$ cat src/rtl/fila_param_if.sv
// Request/response bundle for fila_param: producer-side requests plus
// occupancy flags and queue-ordered contents for display logic.
interface fila_param_if #(
    parameter int WIDTH = 8,
    parameter int DEPTH = 8
);
    localparam int LW = $clog2(DEPTH + 1);

    logic [WIDTH-1:0]            data_in;
    logic                        enqueue_in;
    logic                        dequeue_in;
    logic                        clr_err;
    logic [WIDTH-1:0]            data_out;
    logic [LW-1:0]               len_out;
    logic                        full;
    logic                        empty;
    logic                        almost_full;
    logic                        overflow;
    logic                        underflow;
    logic [DEPTH-1:0][WIDTH-1:0] vector;

    modport master (
        output data_in, enqueue_in, dequeue_in, clr_err,
        input  data_out, len_out, full, empty, almost_full,
        input  overflow, underflow, vector
    );

    modport slave (
        input  data_in, enqueue_in, dequeue_in, clr_err,
        output data_out, len_out, full, empty, almost_full,
        output overflow, underflow, vector
    );
endinterface

$ cat src/rtl/fila_param.sv
// fila_param: circular-buffer FIFO of any depth >= 2 with level or
// rising-edge request qualification and sticky error flags.
module fila_param #(
    parameter int WIDTH     = 8,
    parameter int DEPTH     = 8,
    parameter int AFULL_TH  = DEPTH - 2,
    parameter bit EDGE_MODE = 1'b1
) (
    input  logic        clk_10KHz,
    input  logic        reset,
    fila_param_if.slave bus
);
    localparam int LW = $clog2(DEPTH + 1);
    localparam int PW = $clog2(DEPTH);

    localparam logic [LW-1:0] CNT_MAX  = LW'(DEPTH);
    localparam logic [LW-1:0] AF_TH    = LW'(AFULL_TH);
    localparam logic [PW-1:0] PTR_LAST = PW'(DEPTH - 1);
    localparam logic [PW:0]   WRAP     = (PW + 1)'(DEPTH);

    logic [WIDTH-1:0] mem_q [DEPTH];
    logic [PW-1:0]    head_q, head_d;
    logic [PW-1:0]    tail_q, tail_d;
    logic [LW-1:0]    count_q, count_d;
    logic [WIDTH-1:0] data_q, data_d;
    logic             ovf_q, ovf_d;
    logic             unf_q, unf_d;
    logic             enq_q, deq_q;

    logic enq_go, deq_go;
    logic is_full, is_empty;
    logic do_enq, do_deq;
    logic ovf_set, unf_set;

    logic [DEPTH-1:0][WIDTH-1:0] vec_w;

    assign enq_go = EDGE_MODE ? (bus.enqueue_in & ~enq_q) : bus.enqueue_in;
    assign deq_go = EDGE_MODE ? (bus.dequeue_in & ~deq_q) : bus.dequeue_in;

    assign is_full  = (count_q == CNT_MAX);
    assign is_empty = (count_q == '0);

    // At full, a paired dequeue frees the head slot for the write.
    assign do_enq  = enq_go & (~is_full | deq_go);
    assign do_deq  = deq_go & ~is_empty;
    assign ovf_set = enq_go & is_full & ~deq_go;
    assign unf_set = deq_go & is_empty;

    always_comb begin
        head_d  = head_q;
        tail_d  = tail_q;
        count_d = count_q;
        data_d  = data_q;
        if (do_enq) begin
            tail_d = (tail_q == PTR_LAST) ? '0 : tail_q + 1'b1;
        end
        if (do_deq) begin
            head_d = (head_q == PTR_LAST) ? '0 : head_q + 1'b1;
            data_d = mem_q[head_q];
        end
        case ({do_enq, do_deq})
            2'b10:   count_d = count_q + 1'b1;
            2'b01:   count_d = count_q - 1'b1;
            default: count_d = count_q;
        endcase
        ovf_d = ovf_set | (ovf_q & ~bus.clr_err);
        unf_d = unf_set | (unf_q & ~bus.clr_err);
    end

    always_ff @(posedge clk_10KHz or posedge reset) begin
        if (reset) begin
            for (int i = 0; i < DEPTH; i++) begin
                mem_q[i] <= '0;
            end
            head_q  <= '0;
            tail_q  <= '0;
            count_q <= '0;
            data_q  <= '0;
            ovf_q   <= 1'b0;
            unf_q   <= 1'b0;
            enq_q   <= 1'b0;
            deq_q   <= 1'b0;
        end else begin
            if (do_enq) begin
                mem_q[tail_q] <= bus.data_in;
            end
            head_q  <= head_d;
            tail_q  <= tail_d;
            count_q <= count_d;
            data_q  <= data_d;
            ovf_q   <= ovf_d;
            unf_q   <= unf_d;
            enq_q   <= bus.enqueue_in;
            deq_q   <= bus.dequeue_in;
        end
    end

    // Slot g of the view maps to head+g, folded back once past DEPTH.
    for (genvar g = 0; g < DEPTH; g++) begin : g_vec
        logic [PW:0]   raw;
        logic [PW-1:0] idx;
        assign raw = {1'b0, head_q} + (PW + 1)'(g);
        assign idx = (raw >= WRAP) ? PW'(raw - WRAP) : raw[PW-1:0];
        assign vec_w[g] = (LW'(g) < count_q) ? mem_q[idx] : '0;
    end

    assign bus.data_out    = data_q;
    assign bus.len_out     = count_q;
    assign bus.full        = is_full;
    assign bus.empty       = is_empty;
    assign bus.almost_full = (count_q >= AF_TH);
    assign bus.overflow    = ovf_q;
    assign bus.underflow   = unf_q;
    assign bus.vector      = vec_w;
endmodule

$ cat src/flat_wrapper.sv
// flat-port wrapper written by rule: the top's interface ports become plain ports
module fila_param_flat 
#(
    parameter int WIDTH     = 8,
    parameter int DEPTH     = 8,
    parameter int AFULL_TH  = DEPTH - 2,
    parameter bit EDGE_MODE = 1'b1
)
  (clk_10KHz, reset, bus_data_in, bus_enqueue_in, bus_dequeue_in, bus_clr_err, bus_data_out, bus_len_out, bus_full, bus_empty, bus_almost_full, bus_overflow, bus_underflow, bus_vector);
  fila_param_if #(.WIDTH(WIDTH), .DEPTH(DEPTH)) bus_i ();
  input  logic clk_10KHz;
  input  logic reset;
  input wire logic [$bits(bus_i.data_in)-1:0] bus_data_in;
  input wire logic [$bits(bus_i.enqueue_in)-1:0] bus_enqueue_in;
  input wire logic [$bits(bus_i.dequeue_in)-1:0] bus_dequeue_in;
  input wire logic [$bits(bus_i.clr_err)-1:0] bus_clr_err;
  output wire logic [$bits(bus_i.data_out)-1:0] bus_data_out;
  output wire logic [$bits(bus_i.len_out)-1:0] bus_len_out;
  output wire logic [$bits(bus_i.full)-1:0] bus_full;
  output wire logic [$bits(bus_i.empty)-1:0] bus_empty;
  output wire logic [$bits(bus_i.almost_full)-1:0] bus_almost_full;
  output wire logic [$bits(bus_i.overflow)-1:0] bus_overflow;
  output wire logic [$bits(bus_i.underflow)-1:0] bus_underflow;
  output wire logic [$bits(bus_i.vector)-1:0] bus_vector;
  assign bus_i.data_in = bus_data_in;
  assign bus_i.enqueue_in = bus_enqueue_in;
  assign bus_i.dequeue_in = bus_dequeue_in;
  assign bus_i.clr_err = bus_clr_err;
  assign bus_data_out = bus_i.data_out;
  assign bus_len_out = bus_i.len_out;
  assign bus_full = bus_i.full;
  assign bus_empty = bus_i.empty;
  assign bus_almost_full = bus_i.almost_full;
  assign bus_overflow = bus_i.overflow;
  assign bus_underflow = bus_i.underflow;
  assign bus_vector = bus_i.vector;
  fila_param #(.WIDTH(WIDTH), .DEPTH(DEPTH), .AFULL_TH(AFULL_TH), .EDGE_MODE(EDGE_MODE)) u_core (.clk_10KHz(clk_10KHz), .reset(reset), .bus(bus_i));
endmodule
$ cat config.mk
export PLATFORM = sky130hd
export DESIGN_NAME = fila_param_flat
export DESIGN_NICKNAME = d
export VERILOG_FILES = /design/src/rtl/fila_param_if.sv /design/src/rtl/fila_param.sv /design/src/flat_wrapper.sv
export SDC_FILE = /design/constraint.sdc
export NUM_CORES = 1
export LEC_CHECK = 0
export CAP_MARGIN = 10
export CORE_MARGIN = 3
export CORE_UTILIZATION = 56
export CTS_BUF_LIST = sky130_fd_sc_hd__clkbuf_8
export DETAILED_ROUTE_END_ITERATION = 10
export GPL_TIMING_DRIVEN = 0
export PLACE_DENSITY = 0.84
export SLEW_MARGIN = 0
export SYNTH_ARGS = -nofsm -noshare
export SYNTH_HDL_FRONTEND = slang
export SYNTH_SLANG_ARGS = --single-unit
export TNS_END_PERCENT = 50
$ cat constraint.sdc
create_clock -name clk_10KHz -period 5.5 [get_ports clk_10KHz]
set_input_delay 1.375 -clock clk_10KHz [delete_from_list [all_inputs] [get_ports clk_10KHz]]
set_output_delay 1.375 -clock clk_10KHz [all_outputs]
set_load 0.005 [all_outputs]
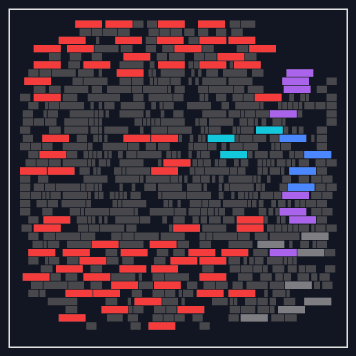
(run_1/registers.png)
Scale: 3 px per µm. Other sequential cells in the stronger grey, the rest of the logic in the fainter grey.
- purple: `u_core.bus.data_out` (placed flops 8)
- cyan: `u_core.head_q` (placed flops 3)
- blue: `u_core.bus.len_out` (placed flops 4; where right middle)
- red: `u_core.mem_q` (placed flops 64)
Seq. cell area: 2150 µm²
Seq/total area: 0.282
final core occ: 0.699

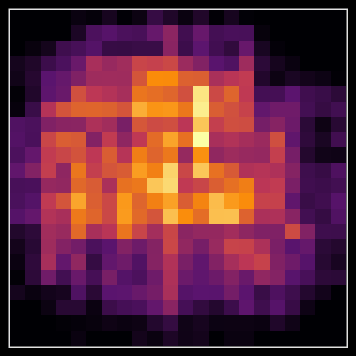
(run_1/wire_density.png)
Scale: 3 px per µm. 22 x 22 tiles, from black (low) to pale yellow (high), scaled to the fullest tile. Values are wire area over tile area, all layers added.
- nearly empty tiles: 13%
- fullest tile: 0.95
- mean over tiles: 0.29
- tiles over half the peak: 25%
- densest ninth of the die: middle
DRT Wirelength: 20.2 mm
Avg WL per Cell: 26.0 µm
gr usage total: 0.328
total number of vias: 5433

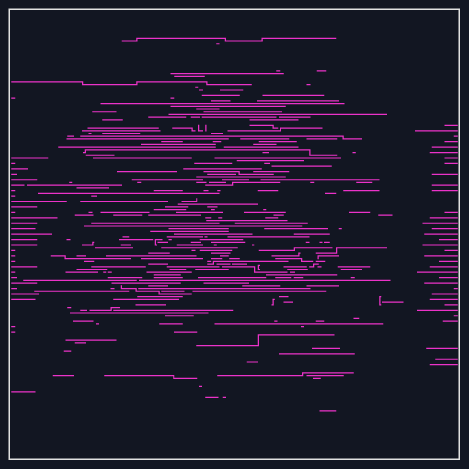
(run_1/met3.png)
Scale: 4 px per µm.
- main direction: horizontal
- wire length on this layer: 2950 µm
- share of all routed wire: 15%
- nets with wire on the layer: 196
- longest straight run: 65.6 µm
M3 GR Usage: 0.126

==> impl_metrics.json, run 1 <==
{
  "status": "completed",
  "cp_max_fo": 19,
  "slew_headroom": 0.146,
  "fp_util": 0.577,
  "hpwlAfterDp_mm": 13.9,
  "edf_count": 0,
  "core_um2": 10900,
  "ys_sh_aoi": 0.0756,
  "path_buffers": 6,
  "openroad.warnings": 31,
  "synth_top_flop_cell": "dfrtp_1",
  "holdPathEnd": "u_core.bus.underflow",
  "yosys-stat-area_um2": 6310,
  "rsz0062_at_grt": "false",
  "drive_gt1_frac": 0.290,
  "numCtsBuffers": 9,
  "taps": 140,
  "avgSynthCellArea_um2": 11.9,
  "path_clk_slew_ps": 90,
  "r2r_slack_ps": 2620,
  "r2r_end": "u_core.bus.len_out[3]",
  "drc_errors": 0,
  "topCombFamilyByArea": "multiplexers",
  "htreeDepth": 3,
  "crit_chain": "buf_2 > buf_4 > buf_4 > inv_1 > ha_1 > xnor2_1 > clkbuf_1 > nand2_1 > a21oi_1 > clkdlybuf4s50_1",
  "hold_viol_final": 0,
  "grt_pass1_vias": 5557,
  "path_class": "flip-flop to primary output",
  "simple_gate_share": 0.0835,
  "grt_max_degree": 45,
  "cp.required_ps": 4120,
  "clk_share": 0.0239,
  "synthesis.nets": 552,
  "rows": 38,
  "grt_pass1_wl_mm": 31.2,
  "cp.depth": 10,
  "dominant_cells": "logic gates",
  "post-route-period-util": 0.978,
  "yosys-top-cells-area": "dfrtp_1 (34%), mux4_2 (22%), mux2_2 (12%), mux2i_1 (6.7%), nand2_1 (4.0%)",
  "hold_depth": 1,
  "clk_latency_ps": 390,
  "cpLargestDelayFamily": "buffers and inverters",
  "io_buffers": 93,
  "drt_iter0_markers": 692,
  "maxCapViolations": 0,
  "antennaDiodeCount": 0,
  "r2r_start": "u_core.bus.len_out[1]",
  "dieArea_um2": 12600,
  "hold_path.class": "flip-flop to flip-flop",
  "endpoint": "bus_vector[28]",
  "n_fill_cell": 796,
  "crit_top_cell": "buf_4",
  "avgViaCountPerCell": 6.99,
  "drt.antenna.violating_nets": 0,
  "slowest_delay_ps": 630,
  "lay_top_count": "clkdlybuf4s50_1"
}
## run 1: synth_stat cells, drive strengths merged, types with 6 or more instances
| master | count |
|---|---|
| mux4 | 62 |
| nand2b | 6 |
| nand2 | 67 |
| clkbuf | 11 |
| buf | 29 |
| mux2i | 42 |
| o21ai | 19 |
| mux2 | 76 |
| a21boi | 8 |
| dfrtp | 86 |
| inv | 10 |
| ha | 11 |
| a21oi | 28 |
| nor2 | 32 |
## run 1: state kept, by name, indices dropped and copies added, names as in the netlist
name	cells
u_core.mem_q	64
u_core.bus.overflow	1
u_core.tail_q	3
u_core.enq_q	1
u_core.bus.underflow	1
u_core.head_q	3
u_core.deq_q	1
u_core.bus.len_out	4
u_core.bus.data_out	8
## run 1: timing repair
item | CTS | global route
setup endpoints to repair | 32 | 5
buffers inserted | 0 | 0
hold buffers | 0 | 0
gates resized | 4 | 1
## run 1: metal layers
| layer | track usage | vias to the layer above | share of wire |
|---|---|---|---|
| met3 | 0.126 | 107 | 0.15 |
| met4 | 0.207 | 0 | 0.067 |
| li1 | - | 2184 | - |
| met2 | 0.480 | 496 | 0.43 |
| met1 | 0.408 | 2646 | 0.35 |
| met5 | 0 | - | 0 |
## run 1: stage by stage
stage	instances	hold WS (ps)	util	area [µm²]
2_1_floorplan	528	489	-	6310
3_3_place_gp	761	474	0.678	7410
3_5_place_dp	763	502	0.681	7450
4_1_cts	777	520	0.698	7640
5_1_grt	777	550	0.699	7640
6_report	777	522	0.699	7640
==> inputs of run 2 (changes only) <==
--- a/config.mk
+++ b/config.mk
@@ -5,6 +5,7 @@
 export SDC_FILE = /design/constraint.sdc
 export NUM_CORES = 1
 export LEC_CHECK = 0
+export ABC_CLOCK_PERIOD_IN_PS = 5500
 export CAP_MARGIN = 10
 export CORE_MARGIN = 3
 export CORE_UTILIZATION = 56
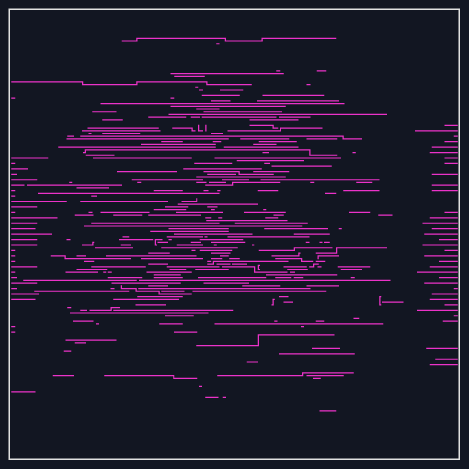
(run_2/met3.png)
Scale: 4 px per µm.
- wire length on this layer: 2950 µm
- longest straight run: 65.6 µm
- main direction: horizontal
- nets with wire on the layer: 196

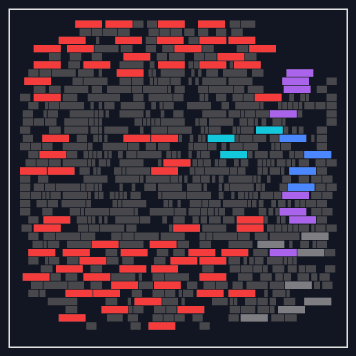
(run_2/registers.png)
Scale: 3 px per µm. Other sequential cells in the stronger grey, the rest of the logic in the fainter grey.
- purple: `u_core.bus.data_out` (placed flops 8)
- red: `u_core.mem_q` (placed flops 64)
- blue: `u_core.bus.len_out` (placed flops 4; where right middle)
- cyan: `u_core.head_q` (placed flops 3)

==> run 2 against run 1 <==
Compared with the run above:
- hold slack unchanged
- first-iteration DRC count unchanged
- synthesized cell count stayed put
- cell count unchanged
- critical path depth did not move
- non-clock buffer count did not move
- critical path type unchanged
- global-route usage did not move
- clock-buffer cell count did not move
- sequential cell count did not move
==> impl_metrics.json, run 2 <==
{
  "cts_buffer_depth": 2,
  "core_um2": 10900,
  "end_kind": "primary output",
  "syn2layout_area_growth_pct": 21.1,
  "grt_usage": 0.328,
  "utilization": 0.699,
  "die_x_um": 112,
  "fp_util": 0.577,
  "cpLargestDelayFamily": "buffers and inverters",
  "setup_viol": 0,
  "critPathArrivalTime_ps": 4010,
  "netlist_instances": 528,
  "antenna_found_initial": 0,
  "crit_chain": "buf_2 > buf_4 > buf_4 > inv_1 > ha_1 > xnor2_1 > clkbuf_1 > nand2_1 > a21oi_1 > clkdlybuf4s50_1",
  "io_buffers": 93,
  "fin_crit_ps": 5380,
  "post-route-period-util": 0.978,
  "antennaDiodeCount": 0,
  "cts_tree": "done",
  "grt_max_degree": 45,
  "cts_root_buffer": "clkbuf_8",
  "stdcell_count": 777,
  "firstDrtPassIters": 5,
  "fin_area_um2": 7640,
  "ys_seq_frac": 0.341,
  "hpwlAfterDp_mm": 13.9,
  "skew_ps": 12.0,
  "hold_ws_ps": 522,
  "crit_top_cell": "buf_4",
  "synthesis.nets": 552,
  "drt.antenna.violating_nets": 0,
  "place_congestion": 0.946,
  "nNetsFinal": 657,
  "cp-start-kind": "flip-flop",
  "grt_pass1_vias": 5557,
  "slowest_stage": "xnor2_1",
  "common_cells": "dfrtp_1 (86), mux2_2 (68), nand2_1 (67)",
  "yosys-stat-cells": 528,
  "path_buffers": 6,
  "drv_slew": 0,
  "netlist-cell-type-count": 42,
  "die_h_um": 112,
  "synth_top_flop_cell": "dfrtp_1",
  "drive_gt1_frac": 0.290,
  "slowest_delay_ps": 630,
  "hold_path.class": "flip-flop to flip-flop",
  "avgSynthCellArea_um2": 11.9,
  "edf_count": 0,
  "maxCapViolations": 0,
  "htreeDepth": 3,
  "rsz0062_at_grt": "false",
  "openroad.warnings": 31,
  "yosys-top-cells-area": "dfrtp_1 (34%), mux4_2 (22%), mux2_2 (12%), mux2i_1 (6.7%), nand2_1 (4.0%)",
  "grt_overflow": 0,
  "fin_setup_tns_ps": 0,
  "pre_cts_ws_ps": 59.1,
  "largest_register_ffs": 64,
  "slew_headroom": 0.146,
  "async_flop_share": 1.00,
  "top_cell": "dfrtp_1",
  "rows": 38,
  "avgViaCountPerCell": 6.99,
  "numCtsBuffers": 9,
  "worst_slack_ps": 119,
  "worst_pin_slew_ps": 1280,
  "wirelength_mm": 20.2,
  "top_register": "u_core.mem_q",
  "ios": 94,
  "numSynthFlops": 86,
  "wire_per_inst_um": 26.0,
  "dp_cells": 763,
  "lay_top_count": "clkdlybuf4s50_1",
  "vias": 5433,
  "status": "completed",
  "cp_max_fo": 19,
  "hold_viol_final": 0,
  "drc_errors": 0,
  "placed_cell_area_um2": 7450,
  "fmax_mhz": 186,
  "dieArea_um2": 12600,
  "r2r_slack_ps": 2620,
  "n_fill_cell": 796,
  "path_clk_slew_ps": 90,
  "drt_iter0_markers": 692,
  "final_cell_mix": "clkdlybuf4s50_1 (93), dfrtp_1 (86), mux2_2 (68)",
  "syn_area_um2": 6310,
  "cp.required_ps": 4120,
  "yosys_warnings": 0,
  "path_class": "flip-flop to primary output",
  "synth_area_leader_cell": "dfrtp_1",
  "clk_latency_ps": 390,
  "grt_pass1_wl_mm": 31.2,
  "cts_num_sinks": 86,
  "yosys-stat-area_um2": 6310,
  "synth.top_cell.area_share": 0.341,
  "post-cts-setup-buffers": 0
}
-- run 2: path summary, 6_finish.rpt --
| check | from | end | cells past startpoint |
|---|---|---|---|
| max | u_core.head_q[1] | bus_vector[28] | 10 |
| min | u_core.bus.underflow | u_core.bus.underflow | 1 |
| max reg2reg | u_core.bus.len_out[1] | u_core.bus.len_out[3] | 8 |
| min reg2reg | u_core.bus.underflow | u_core.bus.underflow | 1 |
| max in group asynchronous | reset | u_core.mem_q[51] | 3 |
| min in group asynchronous | reset | u_core.mem_q[37] | 2 |
-- run 2: final cells by class --
class / count / area (µm²) / area share
Buffer: 39 / 210 / 0.0275
Tap cell: 140 / 175 / 0.0229
Clock buffer: 10 / 138 / 0.0180
Sequential cell: 86 / 2150 / 0.282
Multi-Input combinational cell: 392 / 3910 / 0.512
Inverter: 10 / 40.0 / 0.00524
Timing Repair Buffer: 95 / 966 / 0.126
Clock inverter: 5 / 45.0 / 0.00590
-- run 2: timing repair --
action | CTS | global route
gates resized | 4 | 1
setup endpoints to repair | 32 | 5
hold buffers | 0 | 0
-- run 2: logic make-up after synthesis --
group,Yosys count,synth area share
muxes,180,0.428
and+or+nand+nor,121,0.0835
DFF,86,0.341
AOI/OAI and AO/OA,72,0.0756
buffers and inverters,50,0.0385
adders and majority gates,11,0.0218
xor gates and xnor gates,8,0.0111
-- run 2: routing by layer --
metal,part of all wire,up-vias,global-route usage
li1,-,2184,-
met1,0.35,2646,0.408
met2,0.43,496,0.480
met3,0.15,107,0.126
met4,0.067,0,0.207
met5,0,-,0
==> run_2/wire_density.png <==
Scale: 3 px per µm. 22 x 22 tiles, from black (low) to pale yellow (high), scaled to the fullest tile. Values are wire area over tile area, all layers added.
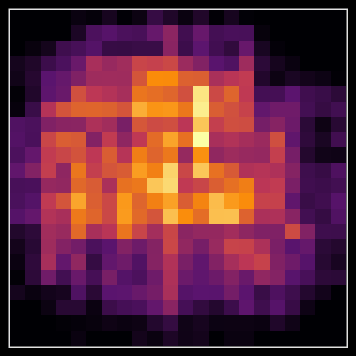

==> inputs of run 3 (changes only) <==
--- a/config.mk
+++ b/config.mk
@@ -10,10 +10,11 @@
 export CORE_MARGIN = 3
 export CORE_UTILIZATION = 56
 export CTS_BUF_LIST = sky130_fd_sc_hd__clkbuf_8
+export CTS_CLUSTER_DIAMETER = 100
 export DETAILED_ROUTE_END_ITERATION = 10
 export GPL_TIMING_DRIVEN = 0
 export PLACE_DENSITY = 0.84
-export SLEW_MARGIN = 0
+export SLEW_MARGIN = 20
 export SYNTH_ARGS = -nofsm -noshare
 export SYNTH_HDL_FRONTEND = slang
 export SYNTH_SLANG_ARGS = --single-unit
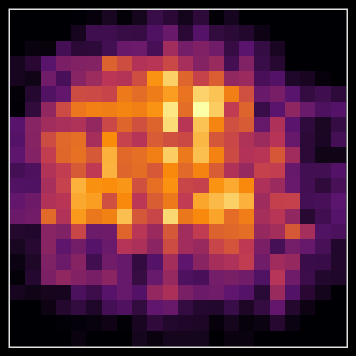
(run_3/wire_density.png)
Scale: 3 px per µm. 22 x 22 tiles, from black (low) to pale yellow (high), scaled to the fullest tile. Values are wire area over tile area, all layers added.
- mean over tiles: 0.29
- nearly empty tiles: 14%
- tiles over half the peak: 28%
- densest ninth of the die: middle
- fullest tile: 0.88
Avg WL per Cell: 25.9 µm
DRT Wirelength: 20.0 mm
total number of vias: 5438

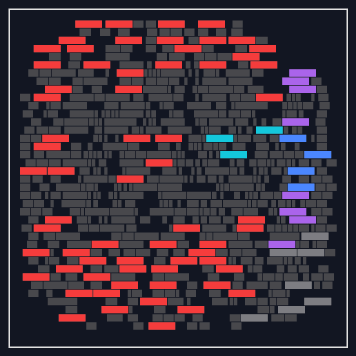
(run_3/registers.png)
Scale: 3 px per µm. Other sequential cells in the stronger grey, the rest of the logic in the fainter grey.
- red: `u_core.mem_q` (placed flops 64)
- cyan: `u_core.head_q` (placed flops 3)
- purple: `u_core.bus.data_out` (placed flops 8)
- blue: `u_core.bus.len_out` (placed flops 4; where right middle)
final core occ: 0.700
Seq/total area: 0.281

==> run 3 against run 2 <==
Compared with the run above:
- sequential cell count is the same
- utilization increased by 0.13 points
- non-clock buffer count fell by 1
- critical path type unchanged
==> impl_metrics.json, run 3 <==
{
  "drt.antenna.violating_nets": 0,
  "antennaDiodeCount": 0,
  "post-route-period-util": 0.967,
  "slowest_stage": "xor2_1",
  "skew_ps": 8.42,
  "n_fill_cell": 797,
  "clk_latency_ps": 380,
  "cts_root_buffer": "clkbuf_8",
  "cts_num_sinks": 86,
  "dr.max_layer_used": "met4",
  "place_congestion": 0.946,
  "avgViaCountPerCell": 7.03,
  "cpLargestDelayFamily": "buffers and inverters",
  "path_class": "flip-flop to primary output",
  "die_x_um": 112,
  "end_kind": "primary output",
  "met3_usage": 0.142,
  "cp.required_ps": 4120,
  "syn_area_um2": 6310,
  "cts_buffer_depth": 2,
  "drt-met1-wl_mm": 6.91,
  "grt_pass1_vias": 5514,
  "drv_slew": 0,
  "status": "completed",
  "yosys-stat-area_um2": 6310,
  "slew_headroom": 0.234,
  "fp_util": 0.577,
  "die_h_um": 112,
  "netlist-cell-type-count": 42,
  "synth_top_flop_cell": "dfrtp_1",
  "critPathArrivalTime_ps": 3940,
  "hold_path.class": "flip-flop to flip-flop",
  "grt_max_degree": 45,
  "maxCapViolations": 0,
  "syn2layout_area_growth_pct": 21.3,
  "io_buffers": 93,
  "worst_pin_slew_ps": 1150,
  "final_cell_mix": "clkdlybuf4s50_1 (93), dfrtp_1 (86), mux2_2 (68)",
  "rows": 38,
  "top_cell": "dfrtp_1",
  "route.met3.wl_mm": 3.16,
  "hold_viol_final": 0,
  "yosys-top-cells-area": "dfrtp_1 (34%), mux4_2 (22%), mux2_2 (12%), mux2i_1 (6.7%), nand2_1 (4.0%)",
  "setup_viol": 0,
  "lay_top_count": "clkdlybuf4s50_1",
  "yosys_warnings": 0,
  "slowest_delay_ps": 650,
  "drt_iter0_markers": 592,
  "rsz0062_at_grt": "false",
  "crit_chain": "buf_2 > buf_6 > buf_4 > inv_1 > ha_1 > xor2_1 > clkbuf_1 > nand2_1 > a21boi_1 > clkdlybuf4s50_1",
  "ys_seq_frac": 0.341,
  "dieArea_um2": 12600,
  "core_um2": 10900,
  "gr-usage-met2": 0.494,
  "yosys-stat-cells": 528,
  "largest_register_ffs": 64,
  "grt_usage": 0.324,
  "path_buffers": 6,
  "fmax_mhz": 188,
  "nNetsFinal": 656,
  "firstDrtPassIters": 5,
  "antenna_found_initial": 0,
  "async_flop_share": 1.00,
  "edf_count": 0,
  "fin_crit_ps": 5320,
  "cts_tree": "done",
  "regArea_um2": 2150,
  "synthesis.nets": 552,
  "hpwlAfterDp_mm": 13.9,
  "fin_setup_tns_ps": 0,
  "numCtsBuffers": 9,
  "wl_met2_mm": 8.93,
  "netlist_instances": 528,
  "logic_area_um2": 3920,
  "drc_errors": 0,
  "synth_area_leader_cell": "dfrtp_1",
  "numSynthFlops": 86,
  "htreeDepth": 3,
  "openroad.warnings": 31,
  "cp_max_fo": 19,
  "path_clk_slew_ps": 80,
  "drive_gt1_frac": 0.293,
  "grtUsageMet1": 0.404,
  "common_cells": "dfrtp_1 (86), mux2_2 (68), nand2_1 (67)",
  "grt_overflow": 0,
  "grt_pass1_wl_mm": 30.9,
  "cp-start-kind": "flip-flop",
  "ios": 94,
  "grt_most_used_layer": "met2",
  "top_register": "u_core.mem_q",
  "hold_buffers": 0,
  "synth.top_cell.area_share": 0.341,
  "avgSynthCellArea_um2": 11.9
}
-- run 3: logic make-up (layout without fill, tap and decap cells) --
group / Yosys count / count (layout) / synth area share
simple gates: 121 / 121 / 0.0835
compound gates: 72 / 72 / 0.0756
flops: 86 / 86 / 0.341
mux: 180 / 180 / 0.428
xor+xnor: 8 / 8 / 0.0111
fa+ha+maj: 11 / 11 / 0.0218
buf+inv: 50 / 156 / 0.0385
-- run 3: metrics by stage --
| step | cells | utilization | cell area, µm² | hold WS (ps) | setup slack, ps |
|---|---|---|---|---|---|
| floorplan | 528 | - | 6310 | 489 | 1460 |
| global placement | 761 | 0.678 | 7410 | 474 | 53.9 |
| detailed placement | 762 | 0.681 | 7450 | 501 | 46.0 |
| CTS | 775 | 0.700 | 7650 | 519 | 38.9 |
| global route | 774 | 0.700 | 7650 | 550 | 96.9 |
| finish | 774 | 0.700 | 7650 | 523 | 181 |
-- run 3: path summary, 6_finish.rpt --
kind	from	to	slack [ps]	cells after the start
worst max-delay path	u_core.head_q[1]	bus_vector[60]	180	10
worst min-delay path	u_core.bus.data_out[4]	u_core.bus.data_out[4]	520	2
worst max register to register	u_core.bus.len_out[1]	u_core.bus.len_out[3]	2600	8
worst min register to register	u_core.bus.data_out[4]	u_core.bus.data_out[4]	520	2
max in group asynchronous	reset	u_core.bus.data_out[3]	3460	3
min in group asynchronous	reset	u_core.mem_q[37]	1410	2
-- run 3: area by class of cell --
class | instances | area share
clock inverters | 4 | 0.00883
clock buffers | 9 | 0.0162
well taps | 140 | 0.0229
multi-input cells | 392 | 0.513
repair buffers | 94 | 0.125
plain buffers | 39 | 0.0280
inverters | 10 | 0.00523
flip-flops and latches | 86 | 0.281
-- run 3: what timing repair did --
item,4_1_cts,5_1_grt
resized,5,1
buffers inserted,0,0
pin swaps,0,0
endpoints found under the setup margin,32,30
